**Run 1: floorplan with the power grid**

Scale bar: 20 µm. Pins as bars on the die edge.
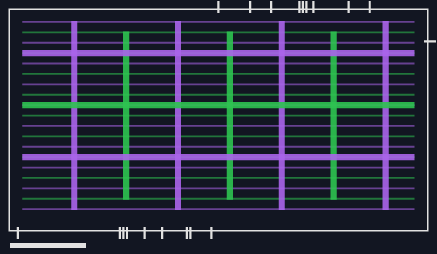
**Run 1: placed cells, one colour a class**

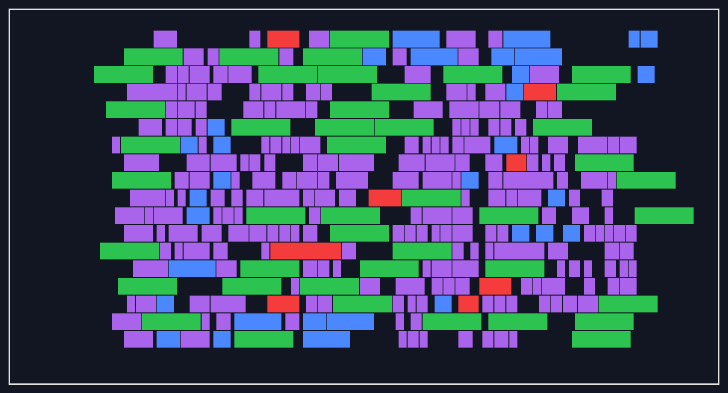
**Run 1: routed clock nets over the placement**

Scale bar: 20 µm.
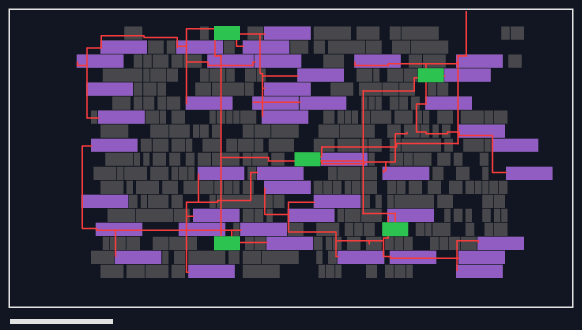
<file path="src/rtl/hbridge_guard.sv">
// hbridge_guard: dead-time and shoot-through guard between the PWM peripheral and the H-bridge pins.
// Each side (right = PWM1/H_IN[1:0], left = PWM2/H_IN[3:2]) runs its own OFF/DRIVE/DEAD machine,
// so that both legs of a side are never driven together and every reversal waits DEAD_CYCLES clocks.
// Optional build macro HB_FAULT_LATCH_EN: FAULT becomes sticky and a faulted side is parked in OFF
// until a FAULT_CLR pulse or reset. Without it, FAULT is a per-cycle flag and FAULT_CLR is ignored.
module hbridge_guard #(
   parameter int DEAD_CYCLES = 200,
   parameter int CNT_W       = 16
) (
   input  logic       PCLK,
   input  logic       PRESETN,
   input  logic       PWM1,
   input  logic       PWM2,
   input  logic [3:0] H_IN,
   input  logic       FAULT_CLR,
   output logic       PWM1_OUT,
   output logic       PWM2_OUT,
   output logic [3:0] H_OUT,
   output logic [1:0] DEAD_ACTIVE,
   output logic [1:0] FAULT
);

   typedef enum logic [1:0] {
      ST_OFF   = 2'd0,
      ST_DRIVE = 2'd1,
      ST_DEAD  = 2'd2
   } side_state_t;

   // The counter counts DEAD_CYCLES-1 down to 0 inclusive, giving DEAD_CYCLES cycles in DEAD.
   localparam logic [CNT_W-1:0] DEAD_LOAD = CNT_W'(DEAD_CYCLES - 1);

   logic [1:0] pwm_raw;
   wire  [1:0] pwm_gated;
   wire  [3:0] h_gated;
   wire  [1:0] dead_flag;
   wire  [1:0] fault_flag;

   assign pwm_raw = {PWM2, PWM1};

`ifndef HB_FAULT_LATCH_EN
   // FAULT_CLR only matters for the latched-fault build; it stays on the port list regardless.
   logic unused_fault_clr;
   assign unused_fault_clr = FAULT_CLR;
`endif

   generate
      for (genvar s = 0; s < 2; s++) begin : g_side
         side_state_t      state_q, state_d;
         logic [1:0]       cur_q, cur_d;
         logic [CNT_W-1:0] cnt_q, cnt_d;
         logic [1:0]       req;
         logic             req_illegal;
         logic             req_drive;
         logic             hold_off;
         logic             pwm_q;
         logic             fault_q, fault_d;
         logic [1:0]       h_o;
         logic             pwm_o;
         logic             dead_o;

         assign req         = H_IN[2*s +: 2];
         assign req_illegal = (req == 2'b11);
         assign req_drive   = (req == 2'b01) || (req == 2'b10);

`ifdef HB_FAULT_LATCH_EN
         assign fault_d  = req_illegal | (fault_q & ~FAULT_CLR);
         assign hold_off = fault_q;
`else
         assign fault_d  = req_illegal;
         assign hold_off = 1'b0;
`endif

         // State register: FSM state, applied code, dead-time counter, PWM sample and fault flag.
         always_ff @(posedge PCLK or negedge PRESETN) begin
            if (!PRESETN) begin
               state_q <= ST_OFF;
               cur_q   <= 2'b00;
               cnt_q   <= '0;
               pwm_q   <= 1'b0;
               fault_q <= 1'b0;
            end else begin
               state_q <= state_d;
               cur_q   <= cur_d;
               cnt_q   <= cnt_d;
               pwm_q   <= pwm_raw[s];
               fault_q <= fault_d;
            end
         end

         // Next-state logic: any departure from the applied code goes through a full dead window.
         always_comb begin
            state_d = state_q;
            cur_d   = cur_q;
            cnt_d   = cnt_q;
            case (state_q)
               ST_OFF: begin
                  if (!hold_off && req_drive) begin
                     state_d = ST_DRIVE;
                     cur_d   = req;
                  end
               end
               ST_DRIVE: begin
                  if ((req != cur_q) || hold_off) begin
                     state_d = ST_DEAD;
                     cur_d   = 2'b00;
                     cnt_d   = DEAD_LOAD;
                  end
               end
               ST_DEAD: begin
                  if (cnt_q == '0) begin
                     if (!hold_off && req_drive) begin
                        state_d = ST_DRIVE;
                        cur_d   = req;
                     end else begin
                        state_d = ST_OFF;
                        cur_d   = 2'b00;
                     end
                  end else begin
                     cnt_d = cnt_q - 1'b1;
                  end
               end
               default: begin
                  state_d = ST_OFF;
                  cur_d   = 2'b00;
                  cnt_d   = '0;
               end
            endcase
         end

         // Output decode: driver pins and PWM only see anything while the side is in DRIVE.
         always_comb begin
            h_o    = 2'b00;
            pwm_o  = 1'b0;
            dead_o = 1'b0;
            case (state_q)
               ST_DRIVE: begin
                  h_o   = cur_q;
                  pwm_o = pwm_q;
               end
               ST_DEAD: begin
                  dead_o = 1'b1;
               end
               default: begin
                  h_o    = 2'b00;
                  pwm_o  = 1'b0;
                  dead_o = 1'b0;
               end
            endcase
         end

         assign h_gated[2*s +: 2] = h_o;
         assign pwm_gated[s]      = pwm_o;
         assign dead_flag[s]      = dead_o;
         assign fault_flag[s]     = fault_q;
      end
   endgenerate

   assign PWM1_OUT    = pwm_gated[0];
   assign PWM2_OUT    = pwm_gated[1];
   assign H_OUT       = h_gated;
   assign DEAD_ACTIVE = dead_flag;
   assign FAULT       = fault_flag;

endmodule

</file>
<file path="config.mk">
export PLATFORM = sky130hd
export DESIGN_NAME = hbridge_guard
export DESIGN_NICKNAME = d
export VERILOG_FILES = /design/src/rtl/hbridge_guard.sv
export SDC_FILE = /design/constraint.sdc
export NUM_CORES = 1
export LEC_CHECK = 0
export CAP_MARGIN = 15
export CORE_ASPECT_RATIO = 0.5
export CORE_MARGIN = 3
export CORE_UTILIZATION = 51
export DETAILED_ROUTE_END_ITERATION = 12
export PLACE_DENSITY = 0.8
export REMOVE_ABC_BUFFERS = 1
export SYNTH_ARGS = -nofsm -noshare
export SYNTH_HDL_FRONTEND = slang
export SYNTH_SLANG_ARGS = --single-unit
</file>
<file path="constraint.sdc">
create_clock -name PCLK -period 2.58 [get_ports PCLK]
set_clock_uncertainty 0.2 [all_clocks]
set_input_delay 0.516 -clock PCLK [delete_from_list [all_inputs] [get_ports PCLK]]
set_output_delay 0.516 -clock PCLK [all_outputs]
set_load 0.1 [all_outputs]
</file>
==> qor.csv, run 1 <==
metric,value,unit
status,finished clean,
Area Growth Syn to Fin,18.7,%
die height,57.5,µm
Max-slew headroom,0.623,
dpl hpwl,4010,µm
Critical Path Max Stage Delay,0.50,ns
reg2reg end,g_side[0].state_q[0],
sequential portion of the cell area,0.343,
CTS tree,built,
layout cells sized above 1,0.191,
asr flop ratio synth,1.00,
Max-area cell class,combinational gates,
Well Taps,70,
fin cells,379,
non-clk buf share,0.110,
Max Cap Viol,0,
TNS Setup,0,ns
placed cell count,371,
final setup fails,0,
synth warn,0,
FP Rows,18,
Top cell area share,0.407,
most frequent cells in the layout,"dfrtp_1 (44), o21ai_0 (34), nor2_1 (19)",
Initial DRC Count,122,
post-detailed-routing wire length,5670,µm
area of the multi-input gates,1490,µm²
"critical path fanouts, max",5,
remaining global-route overflow,0,
Non-Clock Buffer Count,32,
inverters,18,
main area contributors after synthesis,"dfrtp_1 (41%), ha_1 (7.4%), o21ai_0 (6.3%)",
logic share of the area,0.463,
Required @ worst endpoint,2.58,ns
first-pass GRT wire length,10200,µm
Distinct lib cells used,54,
Crit path max-delay family,simple AND/OR/NAND/NOR gates,
post-placement cell area,3070,µm²
Back to the opening pictures, 'floorplan with the power grid':
- purple: VSS
- green: VDD
- met4 straps: 7
- met1 rails: 19

Back to the opening pictures, 'placed cells, one colour a class':
- red: clock drivers and dummy loads (cells 8; share of their area 3.7%)
- green: sequential cells (cells 44; share of their area 35%)
- purple: combinational and other logic (cells 225; share of their area 50%)
- blue: remaining buffers and delay cells (cells 32; share of their area 11%)

Back to the opening pictures, 'routed clock nets over the placement':
- purple: flip-flops (count 44)
- red: clock wires (length 583 µm)
- green: clock drivers (count 5)
- flops lie: all over the die
- routed clock nets: 6

[run 1: metrics by stage]
step / worst slack [ns] / utilization
floorplan: -0.625 / -
global placement: 0.0445 / 0.612
detailed placement: 0.0395 / 0.612
CTS: 0.0228 / 0.635
global route: 0.00208 / 0.640
finish: 0.0706 / 0.640
[run 1: cell usage after synthesis (3+ instances only)]
cell type  number
a21oi_1        15
a22o_1          8
a31oi_1         3
a32o_1          4
and2_1          8
buf_2           3
buf_4           5
clkbuf_1        6
dfrtp_1        44
ha_1           16
inv_1          18
mux2_2          4
mux2_4          4
nand2_1        14
nand2b_1        4
nand3_1         6
nor2_1         19
nor3_1         11
nor4_1          4
o21ai_0        34
o31ai_1         4
or3_1           3
xnor2_1         4
xor2_1          3
[run 1: metal layers]
layer	vias to the layer above	part of all wire	routed length, µm
met5	-	0	0
met4	0	0.020	115
met3	14	0.029	165
met2	38	0.50	2830
met1	1085	0.45	2560
li1	1079	-	-
[run 1: logic make-up after synthesis]
family	share of synthesized area
flip-flops	0.407
adder cells (fa/ha/maj)	0.0739
AND/OR/NAND/NOR	0.201
AND-OR/OR-AND	0.204
buffers and inverters	0.0527
multiplexers	0.0388
XOR/XNOR	0.0226
[run 1: state kept, by name (all words and copies together) (netlist names)]
| register | count |
|---|---|
| g_side.pwm_q | 2 |
| g_side.cur_q | 4 |
| g_side.cnt_q | 32 |
| g_side.state_q | 4 |
| g_side.fault_q | 2 |
[run 1: power breakdown]
group	internal (mW)	total (mW)	leakage (nW)	switching [mW]
logic	1.17	2.77	0.817	1.60
clock network	0.292	0.551	0.0583	0.259
registers	0.892	1.10	0.585	0.213
[run 1: what timing repair did]
action                     CTS  global route
gates resized                1             4
buffers inserted             0             0
hold buffers                 0             0
setup endpoints to repair    1            13
pin swaps                    0             0
## Run 2: what changed since run 1
- CORE_MARGIN: 3 -> 2
==> run 2 against run 1 <==
- design area grew 0.35%
- critical path type unchanged
- highest routed layer unchanged
- setup slack gained 0.022 ns
- register-to-register slack gained 0.02 ns
- clock-buffer cell count grew 1
==> qor.csv, run 2 <==
metric,value,unit
status,finished clean,
Area Growth Syn to Fin,19.1,%
final core utilization,0.642,
HP Class,reg -> reg,
Post-synth top cells,"dfrtp_1 (44), o21ai_0 (34), nor2_1 (19)",
FP Rows,18,
"Period Utilization, post-route",0.964,
xor and xnor area share after synthesis,0.0226,
die area,5940,µm²
Latency at later pin,0.31,ns
max reg flops,32,
adder share,0.0739,
Top cell area share,0.407,
"critical path fanouts, max",5,
number of H-tree levels,2,
DRC,0,
Distinct lib cells used,54,
first-pass GRT wire length,9840,µm
Max Cap Viol,0,
Max Fclk,0.402,GHz
cell with the most instances after synthesis,dfrtp_1,
Required @ worst endpoint,2.57,ns
Post-Syn Area,2710,µm²
Regs by FF count,"g_side.cnt_q x32, g_side.cur_q x4, g_side.state_q x4",
post-layout min period,2.49,ns
Max IR drop VDD,0.577,mV
die height,55.5,µm
Slowest cell on crit path,or4b_4,
"Reg clk slew, reported paths",0.08,ns
layout cells sized above 1,0.192,
"Hold Violations, Final",0,
Synth Register Bits,44,
final setup fails,0,
dpl hpwl,4030,µm
Max-slew headroom,0.667,
# port buffers,17,
Critical Path Max Stage Delay,0.49,ns
Mux area share,0.0388,
Top reg by flops,g_side.cnt_q,
Setup WS post-layout,0.0929,ns
remaining global-route overflow,0,
CP cell instances,inv_1 > ha_4 > or4b_4 > nor2_4 > nand3_2 > a221o_2 > mux2_4,
fin cells,382,
Setup crit end kind,flop,
"Buf+Inv Stages, Crit Path",1,
Post-synth seq share,0.407,
Post-Place Worst Slack,0.0245,ns
chip width,107,µm
main area contributors after synthesis,"dfrtp_1 (41%), ha_1 (7.4%), o21ai_0 (6.3%)",
DRT Pass-1 Iters,5,
# IOs,19,
GRT Total Usage,0.206,
cell area power density,1370,nW/µm²
synth warn,0,
post-detailed-routing wire length,5700,µm
Syn Inst Count,283,
placed cell count,373,
Setup crit start kind,flop,
TNS Setup,0,ns
# clock sinks,44,
ys cells,283,
OpenROAD warnings,36,
CTS tree,built,
fillcell total,384,
AO/OA Area Share,0.204,
count of library flops with an enable pin,0,
asr flop ratio synth,1.00,
Dominant comb cell,AND-OR/OR-AND gates,
vias in the first global route,2262,
post-placement cell area,3090,µm²
Crit path max-delay family,simple AND/OR/NAND/NOR gates,
Via-to-Cell Ratio,5.85,
yosys simple share,0.201,
Initial DRC Count,133,
most frequent cells in the layout,"dfrtp_1 (44), o21ai_0 (34), nor2_1 (19), buf_4 (19), inv_1 (17)",
-- run 2: cell counts after synthesis --
No cell type changed its count.
-- run 2: power by group --
| group | internal [mW] | total (mW) | switching (mW) |
|---|---|---|---|
| Clock | 0.288 | 0.529 | 0.241 |
| Sequential | 0.892 | 1.11 | 0.214 |
| Combinational | 1.19 | 2.79 | 1.60 |
| Total | 2.37 | 4.43 | 2.06 |
-- run 2: layer usage --
layer  routed length (µm)  global-route usage  vias up
li1                     -                   -     1088
met1                 2530               0.249     1100
met2                 2910               0.360       39
met3                  183              0.0484        8
met4                   72              0.0724        0
met5                    0                   0        -
-- run 2: layout make-up --
cell class / count / area, µm² / share of cell area
clock inverter: 2 / 35.0 / 0.0109
clock buffer: 6 / 72.6 / 0.0225
tap: 70 / 87.6 / 0.0272
inverter: 18 / 67.6 / 0.0209
sequential: 44 / 1100 / 0.341
multi-input combinational: 207 / 1480 / 0.460
timing repair buffer: 35 / 378 / 0.117
-- run 2: final timing paths --
kind,startpoint,slack [ns],cells past startpoint,endpoint
setup / recovery,g_side[0].cnt_q[1],0.09,7,g_side[0].state_q[0]
hold / removal,g_side[0].cnt_q[7],0.31,1,g_side[0].cnt_q[7]
setup reg to reg,g_side[0].cnt_q[1],0.09,7,g_side[0].state_q[0]
hold reg to reg,g_side[0].cnt_q[7],0.31,1,g_side[0].cnt_q[7]
max in group asynchronous,PRESETN,1.06,3,g_side[0].cnt_q[0]
min in group asynchronous,PRESETN,0.42,2,g_side[0].cnt_q[10]
-- run 2: timing repair --
action	in CTS	in global routing
buffers inserted	0	0
endpoints found under the hold margin	12	0
resized	1	4
gates cloned	0	0
pin swaps	0	1
setup endpoints to repair	1	17
hold buffers	1	0
**Run 2: floorplan with the power grid**

Scale bar: 20 µm. Pins as bars on the die edge.
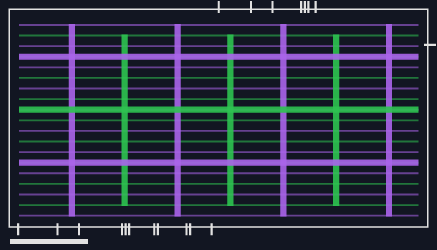
- green: VDD
- purple: VSS
- met1 rails: 19
- rows: 18
- signal pins: 19
- met5 straps: 3

## Run 3: what changed since run 2
- CORE_UTILIZATION: 51 -> 50
- PLACE_DENSITY: 0.8 -> 0.78
==> run 3 against run 2 <==
- largest cell class unchanged
- fmax down 0.12%
- flip-flop count unchanged
- highest routed layer unchanged
- setup slack worse by 0.0029 ns
- via count is 0.31% higher
==> qor.csv, run 3 <==
metric,value,unit
status,finished clean,
xor and xnor area share after synthesis,0.0226,
Worst-Margin Slew,0.490,ns
Initial DRC Count,142,
"Hold Violations, Final",0,
Max Cap Viol,0,
Required @ worst endpoint,2.57,ns
DRC,0,
Max IR drop VDD,0.665,mV
AO/OA Area Share,0.204,
Top cell area share,0.407,
DRT Pass-1 Iters,6,
Distinct lib cells used,54,
cell with the most instances after synthesis,dfrtp_1,
most frequent cells in the layout,"dfrtp_1 (44), o21ai_0 (34), buf_4 (20)",
post-detailed-routing wire length,5800,µm
gpl congestion,0.825,
Setup WS post-layout,0.0899,ns
# port buffers,17,
# IOs,19,
Final nets,337,
synth warn,0,
Post-synth top cells,"dfrtp_1 (44), o21ai_0 (34), nor2_1 (19)",
Setup crit end kind,flop,
Via-to-Cell Ratio,5.85,
CTS tree,built,
placed cell count,372,
Post-synth seq share,0.407,
Crit path max-delay family,simple AND/OR/NAND/NOR gates,
final setup fails,0,
Top reg by flops,g_side.cnt_q,
post-layout min period,2.49,ns
Post-Place Worst Slack,0.0256,ns
"critical path fanouts, max",5,
ys cells,283,
CP cell instances,inv_1 > ha_4 > or4b_4 > nor2_4 > nand3_2 > a221o_2 > mux2_4,
Mux area share,0.0388,
TNS Setup,0,ns
final instance area,3240,µm²
asr flop ratio synth,1.00,
cell area power density,1370,nW/µm²
"Reg clk slew, reported paths",0.09,ns
vias in the first global route,2190,
Regs by FF count,"g_side.cnt_q x32, g_side.cur_q x4, g_side.state_q x4",
post-placement cell area,3080,µm²
Latency at later pin,0.30,ns
yosys simple share,0.201,
die height,56.0,µm
Critical Path Max Stage Delay,0.49,ns
HP Class,reg -> reg,
count of library flops with an enable pin,0,
chip width,108,µm
Max-slew headroom,0.672,
OpenROAD warnings,36,
CTS Root Cell,clkbuf_8,
layout cells sized above 1,0.195,
"Buf+Inv Stages, Crit Path",1,
first-pass GRT wire length,10000,µm
dpl hpwl,4170,µm
adder share,0.0739,
main area contributors after synthesis,"dfrtp_1 (41%), ha_1 (7.4%), o21ai_0 (6.3%)",
GRT Total Usage,0.204,
Post-Syn Area,2710,µm²
Max Fclk,0.402,GHz
number of H-tree levels,2,
fin cells,383,
max reg flops,32,
Top cell excl fill/tap,dfrtp_1,
remaining global-route overflow,0,
die area,6060,µm²
initial antenna violation count,0,
Dominant comb cell,AND-OR/OR-AND gates,
# clock sinks,44,
Slowest cell on crit path,or4b_4,
yosys stat chip area,2710,µm²
Synth Register Bits,44,
Area Growth Syn to Fin,19.5,%
Syn Inst Count,283,
FP Rows,18,
final core utilization,0.639,
"Period Utilization, post-route",0.965,
-- run 3: netlist changes by cell type in the layout (fill, tap and decap cells not counted), sizes merged --
cell / before / now
clkbuf: 6 / 5
buf: 28 / 29
clkinvlp: 0 / 1
-- run 3: per-layer routing --
layer,vias up,global-route usage,wire [µm],share of wire
met5,-,0,0,0
met1,1100,0.283,2710,0.47
met2,56,0.323,2860,0.49
li1,1082,-,-,-
met4,0,0.0586,17,0.0029
met3,4,0.0433,219,0.038
-- run 3: where the power goes --
group | switching (mW) | internal (mW)
clock | 0.253 | 0.287
sequential | 0.216 | 0.892
combinational | 1.61 | 1.17
-- run 3: area by class of cell --
type / count / area, µm²
clock inverters: 3 / 42.5
flip-flops and latches: 44 / 1100
fillers: 401 / 1830
repair buffers: 36 / 385
clock buffers: 5 / 68.8
well taps: 70 / 87.6
inverters: 18 / 67.6
multi-input cells: 207 / 1480
-- run 3: worst paths after layout --
| check | start | to | slack [ns] | depth (start not counted) |
|---|---|---|---|---|
| hold reg to reg | g_side[1].cnt_q[13] | g_side[1].cnt_q[13] | 0.31 | 1 |
| max in group asynchronous | PRESETN | g_side[1].cnt_q[4] | 1.17 | 3 |
| hold / removal | g_side[1].cnt_q[13] | g_side[1].cnt_q[13] | 0.31 | 1 |
| setup / recovery | g_side[0].cnt_q[1] | g_side[0].state_q[0] | 0.09 | 7 |
| min in group asynchronous | PRESETN | g_side[0].cur_q[1] | 0.47 | 2 |
| setup reg to reg | g_side[0].cnt_q[1] | g_side[0].state_q[0] | 0.09 | 7 |
-- run 3: timing repair --
action / in CTS / in global routing
endpoints found under the setup margin: 0 / 22
hold endpoints to repair: 16 / 0
hold buffers: 1 / 0
buffers inserted: 0 / 2
resized: 0 / 4
**Run 3: placed cells, one colour a class**

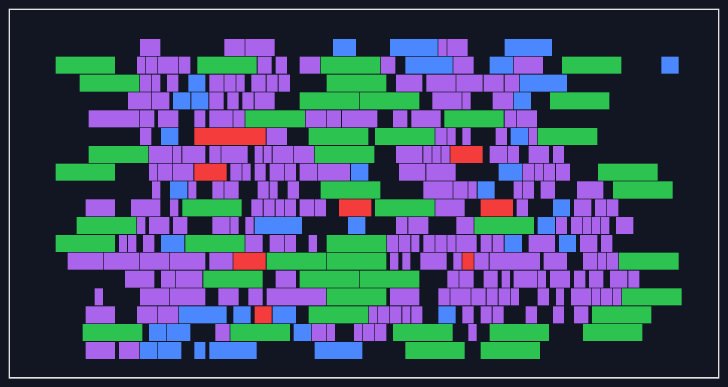
- green: sequential cells (cells 44; share of their area 35%)
- blue: remaining buffers and delay cells (cells 36; share of their area 12%)
- purple: combinational and other logic (cells 225; share of their area 49%)
- red: clock drivers and dummy loads (cells 8; share of their area 3.5%)

Power figures rest on the tool's default switching activity, not on a simulated workload.
